**config.mk**
```make
export PLATFORM = sky130hd
export DESIGN_NAME = herculesae_vx_aes_sched
export DESIGN_NICKNAME = d
export VERILOG_FILES = /design/src/rtl/herculesae_vx_aes_pkg.sv /design/src/rtl/herculesae_vx_aes_rrarb.sv /design/src/rtl/herculesae_vx_aes_sched.sv
export SDC_FILE = /design/constraint.sdc
export NUM_CORES = 1
export LEC_CHECK = 0
export ABC_AREA = 1
export CAP_MARGIN = 20
export CORE_AREA = 5 5 356 358
export CTS_BUF_LIST = sky130_fd_sc_hd__clkbuf_8
export CTS_CLUSTER_SIZE = 16
export DETAILED_ROUTE_END_ITERATION = 10
export DIE_AREA = 0 0 361 363
export PLACE_DENSITY_LB_ADDON = 0.1
export SYNTH_ARGS = -nofsm -noshare
export SYNTH_HDL_FRONTEND = slang
export SYNTH_SLANG_ARGS = --single-unit
```
**constraint.sdc**
```tcl
create_clock -name clk -period 2.3 [get_ports clk]
set_input_delay 0.23 -clock clk [delete_from_list [all_inputs] [get_ports clk]]
set_output_delay 0.23 -clock clk [all_outputs]
set_load 0.01 [all_outputs]
```
**src/rtl/herculesae_vx_aes_pkg.sv**
```systemverilog
// Shared FSM state type and round-count decoding for the AES round scheduler.
`timescale 1ns/1ps
package herculesae_vx_aes_pkg;

    typedef enum logic [1:0] {
        S_IDLE   = 2'd0,
        S_WHITEN = 2'd1,
        S_ROUND  = 2'd2,
        S_DONE   = 2'd3
    } sched_state_t;

    localparam logic [1:0] NR_10 = 2'b00;
    localparam logic [1:0] NR_12 = 2'b01;
    localparam logic [1:0] NR_14 = 2'b10;

    // The unused code 2'b11 is folded onto 14 rounds.
    function automatic logic [3:0] nr_rounds(input logic [1:0] code);
        case (code)
            NR_10:   return 4'd10;
            NR_12:   return 4'd12;
            NR_14:   return 4'd14;
            default: return 4'd14;
        endcase
    endfunction

endpackage

```
**src/rtl/herculesae_vx_aes_rrarb.sv**
```systemverilog
// Two-way round-robin arbiter; the pointer moves away from whoever was last granted.
`timescale 1ns/1ps
module herculesae_vx_aes_rrarb (
    input  logic       clk,
    input  logic       reset_n,
    input  logic [1:0] valid,
    input  logic       advance,
    output logic [1:0] grant
);

    logic ptr;

    always_comb begin
        grant = 2'b00;
        if (valid[ptr]) begin
            grant[ptr] = 1'b1;
        end else if (valid[~ptr]) begin
            grant[~ptr] = 1'b1;
        end
    end

    always_ff @(posedge clk or negedge reset_n) begin
        if (!reset_n) begin
            ptr <= 1'b0;
        end else if (advance) begin
            ptr <= ~grant[1];
        end
    end

endmodule

```
**src/rtl/herculesae_vx_aes_sched.sv**
```systemverilog
// Sequences one AES operation at a time through an external round datapath,
// fetching round keys by index and arbitrating between two requesters.
`timescale 1ns/1ps
module herculesae_vx_aes_sched
    import herculesae_vx_aes_pkg::*;
(
    input  logic         clk,
    input  logic         reset_n,
    input  logic         req0_valid,
    output logic         req0_ready,
    input  logic         req0_dec,
    input  logic [1:0]   req0_nr,
    input  logic [127:0] req0_data,
    input  logic         req1_valid,
    output logic         req1_ready,
    input  logic         req1_dec,
    input  logic [1:0]   req1_nr,
    input  logic [127:0] req1_data,
    output logic         rk_req,
    output logic [3:0]   rk_idx,
    output logic         rk_id,
    input  logic         rk_valid,
    input  logic [127:0] rk_data,
    output logic         dp_valid,
    output logic         dp_dec,
    output logic         dp_last,
    output logic [127:0] dp_in,
    output logic [127:0] dp_key,
    input  logic [127:0] dp_out,
    output logic         rsp_valid,
    input  logic         rsp_ready,
    output logic         rsp_id,
    output logic [127:0] rsp_data
);

    sched_state_t fsm;
    logic [3:0]   round;
    logic [3:0]   nr_q;
    logic         dec_q;
    logic         id_q;
    logic [127:0] state_q;

    logic [1:0]   grant;
    logic         accept;
    logic         in_round;

    herculesae_vx_aes_rrarb u_rrarb (
        .clk     (clk),
        .reset_n (reset_n),
        .valid   ({req1_valid, req0_valid}),
        .advance (accept),
        .grant   (grant)
    );

    // Ready is also masked by reset so no handshake can appear while reset is held.
    assign req0_ready = reset_n && (fsm == S_IDLE) && grant[0];
    assign req1_ready = reset_n && (fsm == S_IDLE) && grant[1];
    assign accept     = (req0_valid && req0_ready) || (req1_valid && req1_ready);

    always_ff @(posedge clk or negedge reset_n) begin
        if (!reset_n) begin
            fsm     <= S_IDLE;
            round   <= 4'd0;
            nr_q    <= 4'd0;
            dec_q   <= 1'b0;
            id_q    <= 1'b0;
            state_q <= '0;
        end else begin
            case (fsm)
                S_IDLE: begin
                    if (accept) begin
                        id_q    <= grant[1];
                        dec_q   <= grant[1] ? req1_dec : req0_dec;
                        nr_q    <= nr_rounds(grant[1] ? req1_nr : req0_nr);
                        state_q <= grant[1] ? req1_data : req0_data;
                        round   <= 4'd0;
                        fsm     <= S_WHITEN;
                    end
                end
                S_WHITEN: begin
                    if (rk_valid) begin
                        state_q <= state_q ^ rk_data;
                        round   <= 4'd1;
                        fsm     <= S_ROUND;
                    end
                end
                S_ROUND: begin
                    if (rk_valid) begin
                        state_q <= dp_out;
                        if (round == nr_q) begin
                            fsm <= S_DONE;
                        end else begin
                            round <= round + 4'd1;
                        end
                    end
                end
                S_DONE: begin
                    if (rsp_ready) begin
                        fsm <= S_IDLE;
                    end
                end
                default: fsm <= S_IDLE;
            endcase
        end
    end

    assign in_round = (fsm == S_ROUND);
    assign rk_req   = (fsm == S_WHITEN) || in_round;
    assign rk_id    = id_q;

    // Decryption walks the key schedule backwards from key Nr down to key 0.
    always_comb begin
        rk_idx = 4'd0;
        if (fsm == S_WHITEN) begin
            rk_idx = dec_q ? nr_q : 4'd0;
        end else if (in_round) begin
            rk_idx = dec_q ? (nr_q - round) : round;
        end
    end

    assign dp_valid  = in_round && rk_valid;
    assign dp_dec    = dec_q;
    assign dp_last   = in_round && (round == nr_q);
    assign dp_in     = state_q;
    assign dp_key    = in_round ? rk_data : '0;

    assign rsp_valid = (fsm == S_DONE);
    assign rsp_id    = id_q;
    assign rsp_data  = (fsm == S_DONE) ? state_q : '0;

endmodule

```
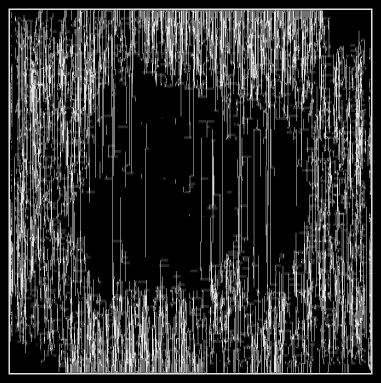
(the metal 2 layer)
Drawn at 1 px/um.
main direction: vertical
share of all routed wire: 51%
wire length on this layer: 58.0 mm
longest straight run: 204 um
nets with wire on the layer: 3124

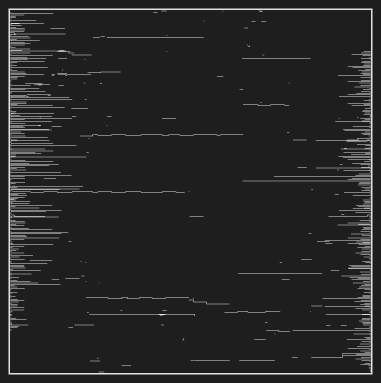
(metal 3)
Drawn at 1 px/um.
longest straight run: 128 um
main direction: horizontal
share of all routed wire: 7.4%
wire length on this layer: 8440 um
nets with wire on the layer: 543

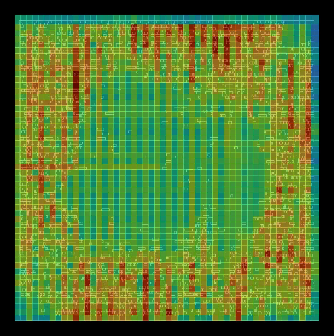
(congestion heat map)
met1 Resource Use GR: 19.0%
busiest grt layer: met2
All-Layer GR Usage: 16.5%
routed length per instance: 22.2 um

==> metrics.yaml <==
synthesis:
  syn-instance-count: 2456
  postSynthAreaPerCell_um2: 5.33
  xor_area_share_pct: 0.201
  mux_share_pct: 0
  synthArstFlopShare_pct: 100
  ys_cells: 2456
  synthAoiAreaFrac_pct: 15.5
  top_area_share_pct: 34.1
  ys_top_cells_by_area: "nand2_1 34%, dfrtp_1 27%, o21ai_0 13%"
  syn_nets: 2990
layout:
  regArea_mm2: 0.00351
  largest_class: "non-clock buffers"
  final_util_pct: 23.3
  comb_share_pct: 31.6
  buffers: 1170
  logic_area_mm2: 0.00908
  fin_area_mm2: 0.0287
  buf_share_pct: 43.6
  comb_cells: 1889
sta:
  setup_viol: 104
  fmax_ghz: 0.415
  finalMaxSlewViolations: 0
  worst_slack_ns: -0.107
  period_minus_slack_ns: 2.41
  hold_viol: 0
worst_setup_path:
  cpMostUsedCell: "buf_12"
  worstPathRequired_ns: 2.07
  crit_type: "reg -> out"
  crit_buf_inv: 7
  crit_cells: 9
  critical_path_arrival_ns: 2.18
  critPathTopFamily: "buffers and inverters"
worst_hold_path:
  whs_path_depth: 3
place:
  placed_area_mm2: 0.0249
  dp.cells: 4966
  dp_hpwl_um: 85400
power:
  pwr-share-clk_pct: 6.3
  powerSeq_mw: 6.13
  seq_power_share_pct: 16.6
  vdd_drop_max_mv: 0.894
  powerClk_mw: 2.32
global_routing:
  gr-total-overflow: 0
  grt.met3_usage_pct: 5.65
  grt_max_degree: 82
  antenna_found_initial: 38
  grt_first_pass_wirelength_um: 155000
  grt_use_met2_pct: 29.7
detailed_routing:
  final_antenna_net_count: 0
  met1Wirelength_um: 46600
  drt_pre_antenna_iters: 5
  drc: 0
  drtIter0Drc: 845
  vias_per_cell: 3.74
  vias: 19334
clocking:
  clock_latency_ns: 0.60
  cts_resized: 1469
  clk_pin_slew_ns: 0.11
  numCtsBuffers: 17
  htree_num_levels: 4
run_status:
  status: "finished with violations"
  violations: "negative setup slack"
die:
  die_x_um: 361
  die_y_um: 363
  tap_cells: 1637
  fp_util_pct: 10.6
  num_rows: 129
job:
  cap_violations: 0
Power figures rest on the tool's default switching activity, not on a simulated workload.
